run_1/drive_strength.png
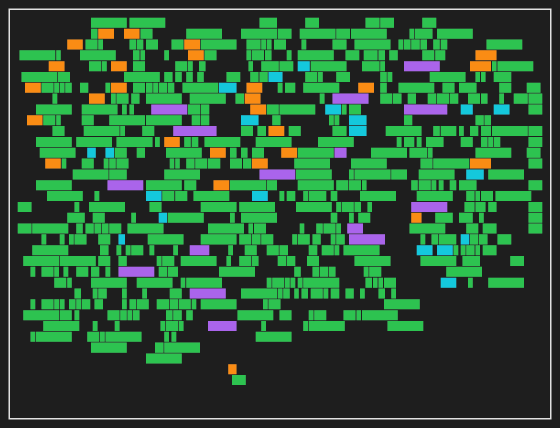
run_1/final_congestion.png
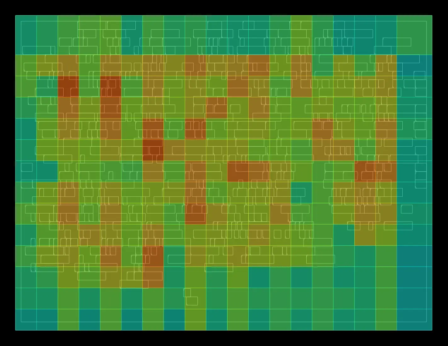
run_1/wire_density.png
Scale bar: 50 um. The die is cut into 27 by 21 equal tiles; dark blue is low, red is high, scaled to the fullest tile. Values are wire area over tile area, all layers added.
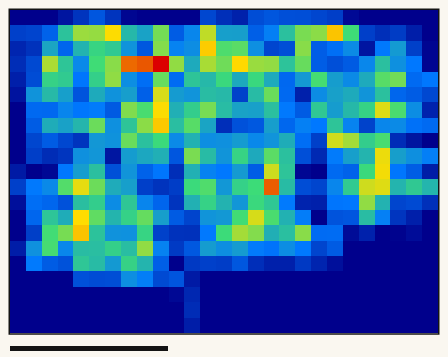
--- src/rtl/clock_time_keeper_pkg.sv ---
// Shared types and BCD helpers for the HH:MM:SS timekeeping core.
// Each time field is a two-digit BCD pair that steps and wraps without any binary intermediate.
package clock_time_keeper_pkg;

  typedef enum logic [1:0] {
    ModeRun     = 2'b00,
    ModeSetHour = 2'b01,
    ModeSetMin  = 2'b10
  } set_mode_e;

  localparam logic [3:0] BcdMaxUnit  = 4'd9;
  localparam logic [3:0] BcdMaxTen   = 4'd5;
  localparam logic [3:0] HourMaxTen  = 4'd2;
  localparam logic [3:0] HourMaxUnit = 4'd3;

  typedef struct packed {
    logic [3:0] msd;
    logic [3:0] lsd;
  } bcd2_t;

  function automatic logic bcd2_at_max(bcd2_t v, logic [3:0] max_msd, logic [3:0] max_lsd);
    return (v.msd == max_msd) && (v.lsd == max_lsd);
  endfunction

  // Units roll 9->0 into the tens digit; the field's top value wraps the pair to 00.
  function automatic bcd2_t bcd2_step(bcd2_t v, logic [3:0] max_msd, logic [3:0] max_lsd);
    bcd2_t r;
    if (bcd2_at_max(v, max_msd, max_lsd)) begin
      r = '0;
    end else if (v.lsd == BcdMaxUnit) begin
      r.msd = v.msd + 4'd1;
      r.lsd = 4'd0;
    end else begin
      r.msd = v.msd;
      r.lsd = v.lsd + 4'd1;
    end
    return r;
  endfunction

endpackage

--- src/rtl/button_debouncer.sv ---
// Raw push-button to single-cycle press pulse: 2-FF synchronizer, stability counter, rising-edge pulse.
module button_debouncer #(
  parameter int unsigned DEBOUNCE_CYC = 1_000_000
) (
  input  logic CLK,
  input  logic RST,
  input  logic BtnIn,
  output logic Press
);

  localparam int unsigned CntW = (DEBOUNCE_CYC > 1) ? $clog2(DEBOUNCE_CYC) : 1;
  localparam logic [CntW-1:0] CntLast = CntW'(DEBOUNCE_CYC - 1);

  logic            sync1_q, sync2_q;
  logic            level_q;
  logic            press_q;
  logic [CntW-1:0] cnt_q;

  always_ff @(posedge CLK or posedge RST) begin
    if (RST) begin
      sync1_q <= 1'b0;
      sync2_q <= 1'b0;
      level_q <= 1'b0;
      press_q <= 1'b0;
      cnt_q   <= '0;
    end else begin
      sync1_q <= BtnIn;
      sync2_q <= sync1_q;
      press_q <= 1'b0;
      if (sync2_q == level_q) begin
        cnt_q <= '0;
      end else if (cnt_q == CntLast) begin
        // DEBOUNCE_CYC consecutive samples disagreed with the accepted level.
        level_q <= sync2_q;
        press_q <= sync2_q;
        cnt_q   <= '0;
      end else begin
        cnt_q <= cnt_q + CntW'(1);
      end
    end
  end

  assign Press = press_q;

endmodule

--- src/rtl/clock_time_keeper.sv ---
// 24-hour BCD clock: 1 Hz prescaler, RUN/SET_HOUR/SET_MIN mode FSM and a BCD counter chain.
// All digit and mode outputs come straight from registers.
module clock_time_keeper
  import clock_time_keeper_pkg::*;
#(
  parameter int unsigned CLK_HZ       = 100_000_000,
  parameter int unsigned DEBOUNCE_CYC = 1_000_000
) (
  input  logic       CLK,
  input  logic       RST,
  input  logic       BtnMode,
  input  logic       BtnInc,
  output logic [3:0] HourMSD,
  output logic [3:0] HourLSD,
  output logic [3:0] MinMSD,
  output logic [3:0] MinLSD,
  output logic [3:0] SecMSD,
  output logic [3:0] SecLSD,
  output logic [1:0] SetMode
);

  localparam int unsigned PrescW = (CLK_HZ > 1) ? $clog2(CLK_HZ) : 1;
  localparam logic [PrescW-1:0] PrescLast = PrescW'(CLK_HZ - 1);

  logic mode_press, inc_press;

  button_debouncer #(
    .DEBOUNCE_CYC(DEBOUNCE_CYC)
  ) u_mode_db (
    .CLK  (CLK),
    .RST  (RST),
    .BtnIn(BtnMode),
    .Press(mode_press)
  );

  button_debouncer #(
    .DEBOUNCE_CYC(DEBOUNCE_CYC)
  ) u_inc_db (
    .CLK  (CLK),
    .RST  (RST),
    .BtnIn(BtnInc),
    .Press(inc_press)
  );

  set_mode_e         mode_q, mode_d;
  logic [PrescW-1:0] presc_q, presc_d;
  bcd2_t             hour_q, hour_d;
  bcd2_t             min_q, min_d;
  bcd2_t             sec_q, sec_d;
  logic              tick;

  always_comb begin
    mode_d  = mode_q;
    hour_d  = hour_q;
    min_d   = min_q;
    sec_d   = sec_q;
    tick    = (mode_q == ModeRun) && (presc_q == PrescLast);
    presc_d = tick ? '0 : presc_q + PrescW'(1);

    if (tick) begin
      sec_d = bcd2_step(sec_q, BcdMaxTen, BcdMaxUnit);
      if (bcd2_at_max(sec_q, BcdMaxTen, BcdMaxUnit)) begin
        min_d = bcd2_step(min_q, BcdMaxTen, BcdMaxUnit);
        if (bcd2_at_max(min_q, BcdMaxTen, BcdMaxUnit)) begin
          hour_d = bcd2_step(hour_q, HourMaxTen, HourMaxUnit);
        end
      end
    end

    // A mode press in the same cycle swallows any increment.
    if (mode_press) begin
      unique case (mode_q)
        ModeRun:     mode_d = ModeSetHour;
        ModeSetHour: mode_d = ModeSetMin;
        ModeSetMin: begin
          mode_d  = ModeRun;
          sec_d   = '0;
          presc_d = '0;
        end
        default:     mode_d = ModeRun;
      endcase
    end else if (inc_press) begin
      unique case (mode_q)
        ModeSetHour: hour_d = bcd2_step(hour_q, HourMaxTen, HourMaxUnit);
        ModeSetMin:  min_d  = bcd2_step(min_q, BcdMaxTen, BcdMaxUnit);
        default:     ;
      endcase
    end

    if (mode_d != ModeRun) begin
      presc_d = '0;
    end
  end

  always_ff @(posedge CLK or posedge RST) begin
    if (RST) begin
      mode_q  <= ModeRun;
      presc_q <= '0;
      hour_q  <= '0;
      min_q   <= '0;
      sec_q   <= '0;
    end else begin
      mode_q  <= mode_d;
      presc_q <= presc_d;
      hour_q  <= hour_d;
      min_q   <= min_d;
      sec_q   <= sec_d;
    end
  end

  assign HourMSD = hour_q.msd;
  assign HourLSD = hour_q.lsd;
  assign MinMSD  = min_q.msd;
  assign MinLSD  = min_q.lsd;
  assign SecMSD  = sec_q.msd;
  assign SecLSD  = sec_q.lsd;
  assign SetMode = mode_q;

endmodule

--- config.mk ---
export PLATFORM = sky130hd
export DESIGN_NAME = clock_time_keeper
export DESIGN_NICKNAME = d
export VERILOG_FILES = /design/src/rtl/clock_time_keeper_pkg.sv /design/src/rtl/button_debouncer.sv /design/src/rtl/clock_time_keeper.sv
export SDC_FILE = /design/constraint.sdc
export NUM_CORES = 1
export LEC_CHECK = 0
export CAP_MARGIN = 20
export CORE_ASPECT_RATIO = 0.75
export CORE_MARGIN = 1.5
export CORE_UTILIZATION = 40
export CTS_CLUSTER_DIAMETER = 120
export DETAILED_ROUTE_END_ITERATION = 10
export SLEW_MARGIN = 0
export SYNTH_ARGS = -nofsm -noshare
export SYNTH_HDL_FRONTEND = slang
export SYNTH_SLANG_ARGS = --single-unit
export TNS_END_PERCENT = 100
--- constraint.sdc ---
create_clock -name CLK -period 3.9 [get_ports CLK]
set_input_delay 0.585 -clock CLK [delete_from_list [all_inputs] [get_ports CLK]]
set_output_delay 0.585 -clock CLK [all_outputs]
set_load 0.03 [all_outputs]
==> flow_summary_export.csv, run 1 <==
group,metric,value,unit
critical_path,arrival,2.96,ns
pwr,seq_power_share,50.8,%
clocking,cts_tree,"built",
yosys,synth.avg_cell_area,10.4,um2
drt,wl_met3,310,um
placement,hpwl,6530,um
critical_path,cp_max_fo,27,
yosys,yosys_cells,507,
yosys,top_cell,"dfrtp_1",
timing,finalHoldViolCount,0,
yosys,synthTopCellsByCount,"101 x dfrtp_1, 78 x nor2_1, 46 x xnor2_1",
floorplanning,die_h,103,um
yosys,synth_cell_type_count,57,
floorplanning,die_area,13900,um2
drt,postRouteAntennaNets,0,
cells_and_area,diodes,0,
placement,place_ws,1.23,ns
floorplanning,core_area,12900,um2
pwr,swShare,21.0,%
timing,tns,0,ns
floorplanning,die_width,136,um
clocking,clock-root-buffer,"clkbuf_16",
critical_path,reg2reg_slack,1.19,ns
timing,rsz0062_at_grt,"false",
outcome,outcome,"complete, no violations",
About drive_strength.png:
legend:
  orange:
    size: drive 3 to 4
    cells: 27
    share: 5.0%
  cyan:
    size: drive 2
    cells: 20
    share: 3.7%
  purple:
    size: drive 6 and up
    cells: 15
    share: 2.8%
  green:
    size: drive 1 or less
    cells: 476
    share: 88%
Non-CTS buffers: 30
Final WS setup: 1.19 ns
Area Growth Syn to Fin: 13.9%
final instance area: 6010 um2

About final_congestion.png:
Total GRT Usage: 15.1%
GRT Max-Usage Layer: met2
DR WL/cell: 13.5 um
final core occ: 46.5%

About wire_density.png:
nearly empty tiles: 25%
fullest tile: 0.43
emptiest ninth of the die: south-east
mean over tiles: 0.11
tiles over half the peak: 13%
DR vias: 3,608
total wire length: 9600 um

## run 1: metal layers
metal,track usage (%),vias up
li1,-,1788
met1,21.5,1768
met2,22.6,42
met3,4.08,10
met4,4.47,0
met5,0,-
## run 1: state kept, by name (all words and copies together) (netlist names), 2 cells and up
signal / cells
MinLSD: 4
u_mode_db.cnt_q: 20
HourLSD: 4
HourMSD: 4
SecLSD: 4
SetMode: 2
SecMSD: 4
presc_q: 27
MinMSD: 4
u_inc_db.cnt_q: 20
## run 1: final timing paths
kind | to | cells past startpoint | startpoint
setup / recovery | presc_q[19] | 6 | presc_q[0]
hold / removal | u_inc_db.sync2_q | 0 | u_inc_db.sync1_q
setup reg to reg | presc_q[19] | 6 | presc_q[0]
hold reg to reg | u_inc_db.sync2_q | 0 | u_inc_db.sync1_q
max in group asynchronous | u_inc_db.cnt_q[17] | 3 | RST
min in group asynchronous | u_mode_db.cnt_q[17] | 2 | RST
## run 1: power groups by stage
stage	registers (uW)	logic [uW]	clock network, uW
global route	1060	50.6	1060
floorplan	1080	30.3	0
CTS	1060	44.9	1030
global placement	1080	44.3	0
finish	1060	42.3	986
detailed placement	1080	44.9	0
## run 1: area by class of cell
| cell class | count | share of cell area, % |
|---|---|---|
| multi-input cells | 368 | 42.3 |
| flip-flops and latches | 101 | 42.0 |
| repair buffers | 30 | 5.16 |
| clock buffers | 10 | 3.97 |
| well taps | 171 | 3.56 |
| clock inverters | 6 | 1.54 |
| inverters | 23 | 1.48 |
## run 1: kinds of logic (layout without fill, tap and decap cells)
family,Yosys count,in the layout,synth area share [%]
multiplexers,14,14,3.15
AND-OR/OR-AND,28,28,3.48
adder cells (fa/ha/maj),15,15,3.55
XOR/XNOR,66,66,10.9
AND/OR/NAND/NOR,245,245,27.0
flip-flops,101,101,47.9
buffers and inverters,38,69,4.05
==> run 1 -> run 2 <==
==> constraint.sdc (replaced) <==
create_clock -name CLK -period 2.84 [get_ports CLK]
set_input_delay 0.426 -clock CLK [delete_from_list [all_inputs] [get_ports CLK]]
set_output_delay 0.426 -clock CLK [all_outputs]
set_load 0.03 [all_outputs]
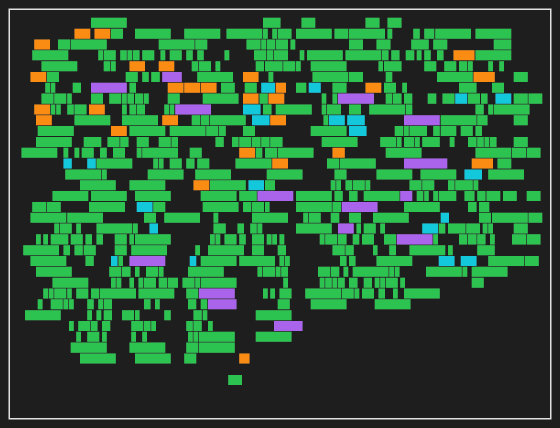
run_2/drive_strength.png
legend:
  cyan:
    size: drive 2
    cells: 21
    share: 3.9%
  purple:
    size: drive 6 and up
    cells: 15
    share: 2.8%
  orange:
    size: drive 3 to 4
    cells: 28
    share: 5.2%
  green:
    size: drive 1 or less
    cells: 476
    share: 88%
Final WS setup: 0.420 ns
final instance area: 6020 um2
Area Growth Syn to Fin: 14.0%
Non-CTS buffers: 32

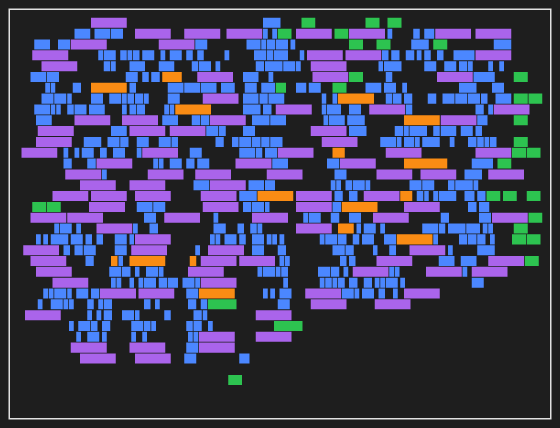
run_2/cell_classes.png
legend:
  orange:
    class: clock drivers and dummy loads
    cells: 16
    share_of_their_area: 5.3%
  purple:
    class: flip-flops
    cells: 101
    share_of_their_area: 44%
  green:
    class: other buffers and delay cells
    cells: 32
    share_of_their_area: 5.8%
  blue:
    class: all other logic
    cells: 391
    share_of_their_area: 45%
flop share of the area: 42.0%
final core occ: 46.6%

==> flow_summary_export.csv, run 2 <==
group,metric,value,unit
outcome,outcome,"complete, no violations",
global_routing,grt_usage,14.9,%
yosys,top_cell,"dfrtp_1",
timing,rsz0062_at_grt,"false",
clocking,cts_tree,"built",
critical_path,cp_max_fo,27,
critical_path,r2r_end,"presc_q[19]",
timing,tns,0,ns
yosys,adder_share,3.55,%
critical_path,worst_r2r_path_depth,7,
floorplanning,die_area,13900,um2
placement,place_inst,695,
cells_and_area,reg.largest.list,"presc_q (27), u_inc_db.cnt_q (20), u_mode_db.cnt_q (20)",
floorplanning,die_h,103,um
yosys,simple_gate_area_share,27.0,%
worst_hold_path,min_to,"u_mode_db.sync2_q",
worst_hold_path,min_path_cells,0,
drt,postRouteAntennaNets,0,
yosys,synthTopCellsByCount,"101 x dfrtp_1, 78 x nor2_1, 46 x xnor2_1",
placement,place_ws,0.459,ns
clocking,numClockSinks,101,
cells_and_area,largest_register_ffs,27,
placement,dpl-instance-area,5710,um2
cells_and_area,top_register,"presc_q",
critical_path,reg2reg_slack,0.42,ns
critical_path,r2r-start,"presc_q[0]",
yosys,logic_family,"simple AND/OR/NAND/NOR gates",
drt,wl,9460,um
drt,wire_per_inst,13.3,um
yosys,synth-edff-count,0,
yosys,synth_cell_type_count,57,
critical_path,arrival,2.69,ns
timing,fin_skew,0.00938,ns
critical_path,start_kind,"flop",
yosys,synth.avg_cell_area,10.4,um2
drt,vias,3563,
cells_and_area,diodes,0,
yosys,yosys_cells,507,
clocking,clock-root-buffer,"clkbuf_16",
yosys,ys_ff,101,
yosys,ys_sh_xor,10.9,%
-- run 2: cell counts after synthesis --
Identical to the previous run, type by type.
-- run 2: how the worst max path moves through the flow --
stage,to,from,cells past startpoint,slack (ns)
final,presc_q[19],presc_q[0],7,0.42
after global routing,presc_q[3],presc_q[0],7,0.27
after CTS,presc_q[19],presc_q[0],7,0.44
after detailed placement,presc_q[19],presc_q[0],7,0.46
after global placement,presc_q[19],presc_q[0],7,0.53
after floorplan,HourLSD[0],MinLSD[1],9,0.63
-- run 2: worst max-delay path, cell delays in order (launching register included) --
cell     delay [ns]
dfrtp_1        0.42
ha_1           0.24
and3_1         0.30
nand2_4        0.13
nor3_2         0.07
or4_2          0.62
buf_4          0.33
a21oi_1        0.20
-- run 2: layer usage --
layer	GRT usage, %	vias up	routed length (um)
met3	4.08	9	312
li1	-	1789	-
met4	4.55	0	108
met2	22.7	45	4090
met1	20.8	1720	4950
met5	0	-	0
-- run 2: logic make-up (layout without fill, tap and decap cells) --
group	count (synthesis)	in the layout
adder cells (fa/ha/maj)	15	15
XOR/XNOR	66	66
flip-flops	101	101
AND-OR/OR-AND	28	28
buffers and inverters	38	71
multiplexers	14	14
AND/OR/NAND/NOR	245	245
-- run 2: area by class of cell --
class	instances	area [um2]
clock buffer	10	239
clock inverter	6	68.8
fill	1206	6910
inverter	23	90.1
multi-input combinational	368	2540
sequential	101	2530
tap	171	214
timing repair buffer	32	338
-- run 2: power breakdown --
part           total (uW)  switching (uW)  internal (uW)  leakage, uW
Sequential           1460            8.70           1450      0.00138
Combinational        60.2            42.8           17.4      0.00101
Clock                1270             552            715     0.000155
Total                2780             604           2180      0.00255
==> run 2 -> run 3 <==
--- a/config.mk
+++ b/config.mk
@@ -14,5 +14,6 @@
 export SLEW_MARGIN = 0
 export SYNTH_ARGS = -nofsm -noshare
 export SYNTH_HDL_FRONTEND = slang
+export SYNTH_HIERARCHICAL = 1
 export SYNTH_SLANG_ARGS = --single-unit
 export TNS_END_PERCENT = 100
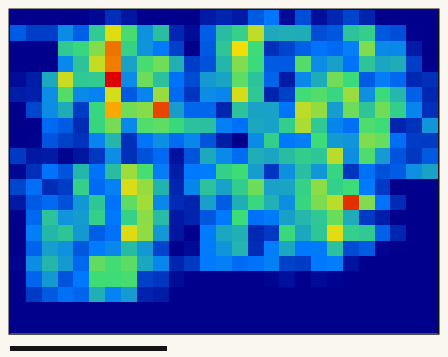
run_3/wire_density.png
Scale bar: 50 um. The die is cut into 27 by 21 equal tiles; dark blue is low, red is high, scaled to the fullest tile. Values are wire area over tile area, all layers added.
emptiest ninth of the die: south-east
tiles over half the peak: 12%
nearly empty tiles: 26%
Total GRT Usage: 15.9%
DR vias: 3,877
DR WL/cell: 14.0 um
total wire length: 10,300 um

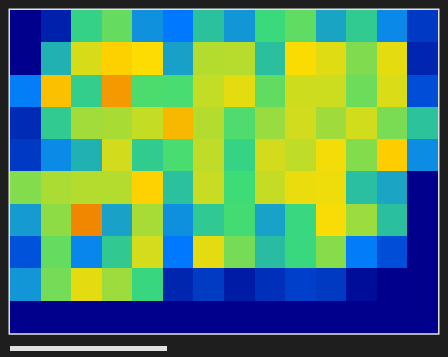
run_3/density.png
Scale bar: 50 um. The die is cut into 14 by 10 equal tiles; dark blue is low, red is high, 0 to 100% covered.
mean over tiles: 42%
emptiest ninth of the die: south-east
fullest tile: 85%
tiles over 75% full: 5.0%
Placeable Area: 13,000 um2
final core occ: 47.2%

==> flow_summary_export.csv, run 3 <==
group,metric,value,unit
cells_and_area,reg.largest.list,"presc_q (27), u_inc_db/cnt_q (20), u_mode_db/cnt_q (20)",
critical_path,critical_path.cell_chain,"ha_1 > nand4_2 > or4_4 > or2_1 > nor3_1 > mux2_2",
timing,rsz0062_at_grt,"false",
floorplanning,die_h,103,um
placement,dpl-instance-area,5810,um2
critical_path,slowest_stage,"or4_4",
clocking,clock-root-buffer,"clkbuf_16",
critical_path,worst-path-buf-inv,0,
cells_and_area,diodes,0,
global_routing,top_usage_layer,"met2",
outcome,outcome,"complete, no violations",
critical_path,cp_max_fo,16,
yosys,yosys_cells,522,
cells_and_area,largest_register_ffs,27,
timing,tns,0,ns
clocking,numClockSinks,101,
global_routing,met3_usage,3.74,%
yosys,synthTopCellsByCount,"101 x dfrtp_1, 81 x nor2_1, 30 x nand3_1, 30 x xor2_1, 25 x nand2_1",
yosys,synth_cell_type_count,53,
critical_path,crit_family,"simple AND/OR/NAND/NOR gates",
critical_path,max_stage_delay,0.60,ns
cells_and_area,synthToLayoutAreaGrowth,15.5,%
placement,place_ws,0.279,ns
yosys,top_cell,"dfrtp_1",
clocking,cts_tree,"built",
critical_path,timing.critical_path.from,"presc_q[0]",
timing,fin_skew,0.00326,ns
==> run 3: metal layers <==
metal	up-vias	routed length, um
met5	-	0
met4	0	67
met3	5	272
met2	36	4700
met1	1918	5290
li1	1918	-
==> run 3: path summary, 6_finish.rpt <==
| path | to | slack [ns] | depth (start not counted) |
|---|---|---|---|
| max | SecMSD[3] | 0.28 | 6 |
| min | u_mode_db/sync2_q | 0.36 | 0 |
| min reg2reg | u_mode_db/sync2_q | 0.36 | 0 |
| min in group asynchronous | presc_q[10] | 0.44 | 2 |
| max reg2reg | SecMSD[3] | 0.28 | 6 |
| max in group asynchronous | u_mode_db/cnt_q[10] | 1.58 | 2 |
==> run 3: layout make-up <==
type	count	area [um2]
fillers	1193	6850
multi-input cells	387	2620
inverters	24	90.1
clock inverters	4	72.6
flip-flops and latches	101	2530
clock buffers	11	243
well taps	171	214
repair buffers	38	358
==> run 3: kinds of logic (layout without fill, tap and decap cells) <==
family          after synthesis  count (layout)  share of synthesized area (%)
simple gates                250             250                           26.8
flops                       101             101                           47.7
xor+xnor                     54              54                           8.92
compound gates               52              52                           6.68
buf+inv                      34              77                           2.90
mux                          16              16                           3.47
fa+ha+maj                    15              15                           3.54
==> run 3: report_power, final <==
part           internal [uW]  switching, uW  leakage [uW]
combinational           18.9           45.5       0.00106
sequential              1450           9.03       0.00138
clock                    790            513      0.000152
==> run 3: worst reg2reg max path: stages (launching register included) <==
cell and delay (ns):
dfrtp_1 0.39, ha_1 0.23, nand4_2 0.19, or4_4 0.60, or2_1 0.42, nor3_1 0.26
mux2_2 0.36
Power figures rest on the tool's default switching activity, not on a simulated workload.
